[config.mk]
export PLATFORM = sky130hd
export DESIGN_NAME = uart_tx_param
export DESIGN_NICKNAME = d
export VERILOG_FILES = /design/src/rtl/uart_tx_param.sv
export SDC_FILE = /design/constraint.sdc
export NUM_CORES = 1
export LEC_CHECK = 0
export ABC_AREA = 0
export CAP_MARGIN = 40
export CORE_MARGIN = 1
export CORE_UTILIZATION = 30
export DETAILED_ROUTE_END_ITERATION = 8
export PLACE_DENSITY = 0.5
export SLEW_MARGIN = 15
export SYNTH_ARGS = -nofsm -noshare
export SYNTH_HDL_FRONTEND = slang
export SYNTH_SLANG_ARGS = --single-unit
[constraint.sdc]
create_clock -name CLK_SYS -period 4.7 [get_ports CLK_SYS]
set_input_delay 0.47 -clock CLK_SYS [delete_from_list [all_inputs] [get_ports CLK_SYS]]
set_output_delay 0.47 -clock CLK_SYS [all_outputs]
set_load 0.05 [all_outputs]
[src/rtl/uart_tx_param.sv]
// uart_tx_param: parametrised UART transmitter with a valid/ready transmit FIFO.
// Define UART_TX_BREAK_EN to add Tx_break, which holds the line low while idle.
module uart_tx_param #(
    parameter int CLK_FREQ   = 50000000,
    parameter int UART_BPS   = 9600,
    parameter int DATA_BITS  = 8,
    parameter int PARITY     = 0,
    parameter int STOP_BITS  = 1,
    parameter int FIFO_DEPTH = 16,
    localparam int AW = $clog2(FIFO_DEPTH)
) (
    input  logic                 CLK_SYS,
    input  logic                 CLK_RST,
    input  logic [DATA_BITS-1:0] Tx_data,
    input  logic                 Tx_valid,
`ifdef UART_TX_BREAK_EN
    input  logic                 Tx_break,
`endif
    output logic                 Tx_ready,
    output logic [AW:0]          Fifo_level,
    output logic                 Uart_TX_busy,
    output logic                 Uart_TXD
);
    localparam logic [15:0] BPS_CNT = 16'(CLK_FREQ / UART_BPS);
    localparam logic PAR_INV = PARITY == 1;

    typedef enum logic [2:0] {IDLE, START, DATA, PAR, STOP} state_t;

    state_t               r_state;
    logic [DATA_BITS-1:0] r_mem [FIFO_DEPTH];
    logic [AW-1:0]        r_wr_ptr;
    logic [AW-1:0]        r_rd_ptr;
    logic [AW:0]          r_level;
    logic [DATA_BITS-1:0] r_shift;
    logic                 r_par;
    logic [3:0]           r_bit_cnt;
    logic [15:0]          r_baud;
    logic                 r_txd;
    logic                 r_busy;
`ifdef UART_TX_BREAK_EN
    logic                 r_mark;
`endif
    logic                 w_full;
    logic                 w_empty;
    logic                 w_wr;
    logic                 w_pop;
    logic                 w_bit_end;
    logic                 w_last_stop;
    logic                 w_idle_go;
    logic [DATA_BITS-1:0] w_head;

    assign w_full      = r_level == (AW+1)'(FIFO_DEPTH);
    assign w_empty     = r_level == '0;
    assign w_wr        = Tx_valid && !w_full;
    assign w_bit_end   = r_baud == BPS_CNT - 16'd1;
    assign w_last_stop = r_state == STOP && w_bit_end && r_bit_cnt == 4'(STOP_BITS - 1);
`ifdef UART_TX_BREAK_EN
    assign w_idle_go   = r_state == IDLE && !Tx_break && !r_mark;
`else
    assign w_idle_go   = r_state == IDLE;
`endif
    // A pop launches a frame: either from idle or straight out of the final stop bit.
    assign w_pop       = !w_empty && (w_idle_go || w_last_stop);
    assign w_head      = r_mem[r_rd_ptr];

    assign Tx_ready     = !w_full;
    assign Fifo_level   = r_level;
    assign Uart_TX_busy = r_busy;
    assign Uart_TXD     = r_txd;

    always_ff @(posedge CLK_SYS) begin
        if (w_wr) r_mem[r_wr_ptr] <= Tx_data;
    end

    always_ff @(posedge CLK_SYS or negedge CLK_RST) begin
        if (!CLK_RST) begin
            r_wr_ptr <= '0;
            r_rd_ptr <= '0;
            r_level  <= '0;
        end else begin
            if (w_wr) r_wr_ptr <= r_wr_ptr + 1'b1;
            if (w_pop) r_rd_ptr <= r_rd_ptr + 1'b1;
            r_level <= r_level + (AW+1)'(w_wr) - (AW+1)'(w_pop);
        end
    end

    always_ff @(posedge CLK_SYS or negedge CLK_RST) begin
        if (!CLK_RST) begin
            r_state   <= IDLE;
            r_shift   <= '0;
            r_par     <= 1'b0;
            r_bit_cnt <= '0;
            r_baud    <= '0;
            r_txd     <= 1'b1;
            r_busy    <= 1'b0;
`ifdef UART_TX_BREAK_EN
            r_mark    <= 1'b0;
`endif
        end else begin
            r_baud <= (r_state == IDLE || w_bit_end) ? '0 : r_baud + 16'd1;
            if (w_pop) begin
                r_shift <= w_head;
                r_par   <= ^w_head ^ PAR_INV;
                r_state <= START;
                r_txd   <= 1'b0;
                r_busy  <= 1'b1;
                r_baud  <= '0;
            end else begin
                case (r_state)
                    IDLE: begin
`ifdef UART_TX_BREAK_EN
                        // After a break, one full mark period is timed before the next pop.
                        r_txd  <= !Tx_break;
                        r_busy <= Tx_break || r_mark;
                        if (Tx_break) begin
                            r_mark <= 1'b1;
                        end else if (r_mark) begin
                            r_baud <= w_bit_end ? '0 : r_baud + 16'd1;
                            r_mark <= !w_bit_end;
                        end
`else
                        r_txd  <= 1'b1;
                        r_busy <= 1'b0;
`endif
                    end
                    START: begin
                        if (w_bit_end) begin
                            r_state   <= DATA;
                            r_txd     <= r_shift[0];
                            r_shift   <= r_shift >> 1;
                            r_bit_cnt <= '0;
                        end
                    end
                    DATA: begin
                        if (w_bit_end) begin
                            if (r_bit_cnt == 4'(DATA_BITS - 1)) begin
                                r_bit_cnt <= '0;
                                r_state   <= (PARITY != 0) ? PAR : STOP;
                                r_txd     <= (PARITY != 0) ? r_par : 1'b1;
                            end else begin
                                r_bit_cnt <= r_bit_cnt + 4'd1;
                                r_txd     <= r_shift[0];
                                r_shift   <= r_shift >> 1;
                            end
                        end
                    end
                    PAR: begin
                        if (w_bit_end) begin
                            r_state <= STOP;
                            r_txd   <= 1'b1;
                        end
                    end
                    STOP: begin
                        if (w_bit_end) begin
                            if (r_bit_cnt == 4'(STOP_BITS - 1)) begin
                                r_state <= IDLE;
                                r_busy  <= 1'b0;
                            end else begin
                                r_bit_cnt <= r_bit_cnt + 4'd1;
                            end
                        end
                    end
                    default: r_state <= IDLE;
                endcase
            end
        end
    end
endmodule

==> images/m1.png <==
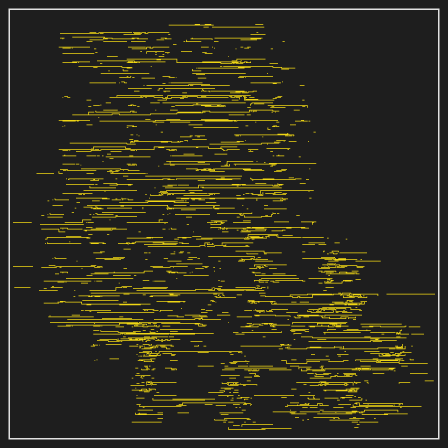
share of all routed wire: 45%
nets with wire on the layer: 489
wire length on this layer: 6520 um
longest straight run: 49.2 um
main direction: horizontal
DR vias: 3851
met1 usage: 0.1500
WL final: 14470 um

==> images/ff_map.png <==
Other sequential cells in the stronger grey, the rest of the logic in the fainter grey.
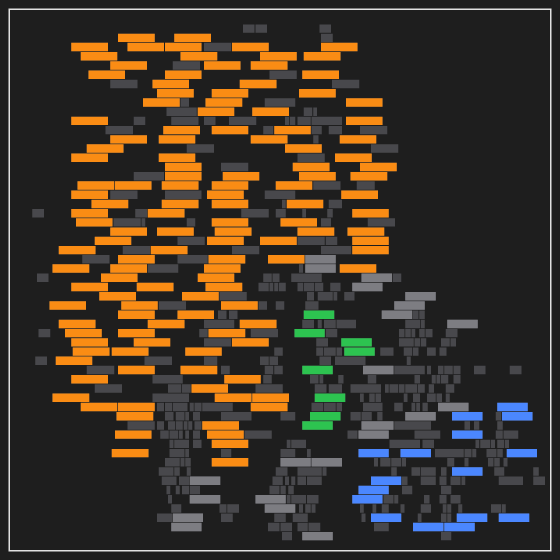
legend:
  r_mem:
    colour: orange
    sequential_cells: 128
  r_shift:
    colour: green
    sequential_cells: 8
  r_baud:
    colour: blue
    sequential_cells: 16
    where: south-east
Sequential Area: 4996 sq um
final core utilization: 0.3576
sequential cell area share: 0.5762
Seq. pwr: 1.89 mW

==> images/congestion_map.png <==
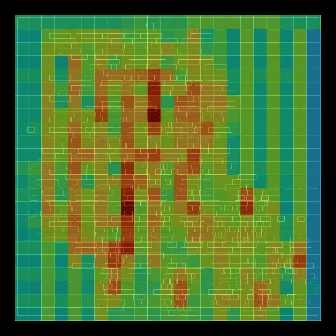
gr usage total: 0.1221
met3 Usage GRT: 0.02292
GRT Max-Usage Layer: met2

==> images/port_trees.png <==
Bar = 50 um.
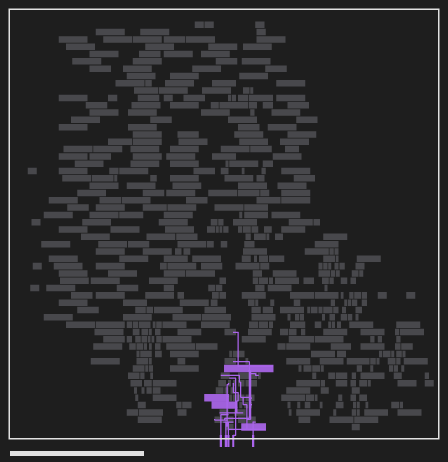
legend:
  Fifo_level:
    colour: purple
    direction: output
    edge: south
    end_cells: 5
    wire: 237 um
Port Buf Inserts: 18
I/O pins: 19

==> impl_metrics.json <==
{
  "status": "finished clean",
  "critPathKind": "register to register",
  "drtAntennaViolNets": 0,
  "synthFlopType": "edfxtp_1",
  "area_growth_pct": 17.00,
  "max_slew.worst_pin.slew_ns": 0.5892,
  "net-switching-power_mw": 1.057,
  "syn_area_per_cell_sq_um": 16.29,
  "p_total_mw": 3.934,
  "grt_pass1_wl_um": 23020,
  "cp_num_buf_inv": 2,
  "cts_tree": "yes",
  "cts.sinks": 174,
  "diodes": 0,
  "routed_via_density": 4.668,
  "hold-path-endpoint": "r_baud[0]",
  "skew_ns": 0.01053,
  "grt_pass1_vias": 4074,
  "seq_power_share": 0.480,
  "path_max_fanout": 19,
  "period_used_share": 0.6430,
  "wl_met1_um": 6515,
  "cp-end-kind": "register",
  "ir_worst_vdd_v": 0.0002068,
  "cp.required_ns": 5.06,
  "wl_per_cell_um": 17.54,
  "ys_warn_count": 0,
  "p_clk_frac": 0.382,
  "clockBufferDepth": 2,
  "largest_register_ffs": 128,
  "max_clock_freq_ghz": 0.3309,
  "clkTransAtPathRegs_ns": 0.07,
  "reg2reg_to": "Fifo_level[4]",
  "top_logic_kind": "multiplexers",
  "ys_types": 52,
  "numCtsBuffers": 17,
  "fp_util": 0.3056,
  "top_cells_by_count": "edfxtp_1, dfrtp_1, nor2_1",
  "powerDensity_nw_per_um2": 453.7,
  "layout_top_cell": "edfxtp_1",
  "hold_path_startpoint": "r_baud[0]",
  "power_leader": "registers",
  "yosys.area.top_type_share": 0.5187,
  "htreeDepth": 4,
  "dpl.hpwl_um": 9819,
  "ys_sh_mux": 0.1212,
  "ys_sh_xor": 0.02600,
  "max_cap_viol_count": 0,
  "path_delay_family": "adder cells",
  "yosys-stat-area_sq_um": 7411,
  "period_minus_slack_ns": 3.022,
  "met2_usage": 0.2119,
  "ys_seq_frac": 0.6742,
  "switching_share": 0.2687,
  "leakage_nw": 2.980,
  "dpl_cell_area_sq_um": 8031,
  "hold_depth": 1,
  "final_nets": 514,
  "cts_setup_buffers": 0,
  "r2r-start": "r_bit_cnt[0]",
  "reg2reg_depth": 13,
  "clk-insertion-delay-late_ns": 0.43,
  "cp_slowest_cell": "o21ai_4",
  "top_layer_used": "met4",
  "ys.flops": 174,
  "core_sq_um": 24250,
  "cp_cell_sequence": "inv_1 > ha_1 > nor3b_1 > nand3_1 > o21ai_4 > ha_1 > inv_1 > ha_1 > fa_1 > a21oi_1 > nor2_1 > nor2_1 > xnor2_1",
  "pg_clk_mw": 1.50,
  "dr.first_iter.drc_count": 198,
  "worstHoldPathType": "register to register",
  "layout-drive-gt1-share": 0.1956,
  "most_common_cell": "edfxtp_1",
  "cp_common_cell": "ha_1",
  "start_kind": "register",
  "die-area_sq_um": 25340,
  "async_reset_ff_frac": 0.2644,
  "firstDrtPassIters": 7,
  "ys_sh_aoi": 0.04271,
  "tns_ns": 0,
  "wl_met2_um": 7419,
  "reg_top3": "r_mem: 128 flops, r_baud: 16 flops, r_shift: 8 flops",
  "max-slew-margin-rel": 0.6059,
  "max_stage_delay_ns": 0.48,
  "pg_comb_uw": 546,
  "dr_wl_met3_um": 310,
  "worstPathArrival_ns": 3.38,
  "warnings": 31,
  "antenna_found_initial": 0
}
worst max path at each step:
stage / from / endpoint / slack, ns
floorplan: Fifo_level[2] / Fifo_level[4] / 1.42
global placement: r_bit_cnt[0] / Fifo_level[4] / 1.71
detailed placement: r_baud[0] / Fifo_level[4] / 1.66
CTS: r_baud[0] / Fifo_level[4] / 1.64
global route: r_baud[0] / Fifo_level[4] / 1.40
finish: r_bit_cnt[0] / Fifo_level[4] / 1.68
timing repair:
action	CTS	global route
hold buffers	1	0
hold endpoints to repair	7	0
endpoints found under the setup margin	0	0
cell type report:
class,instances,area (sq um)
fillers,2325,15580
flip-flops and latches,174,4996
multi-input cells,243,2258
clock buffers,18,429.2
well taps,324,405.4
repair buffers,33,310.3
clock inverters,14,200.2
inverters,19,71.32
Power figures rest on the tool's default switching activity, not on a simulated workload.
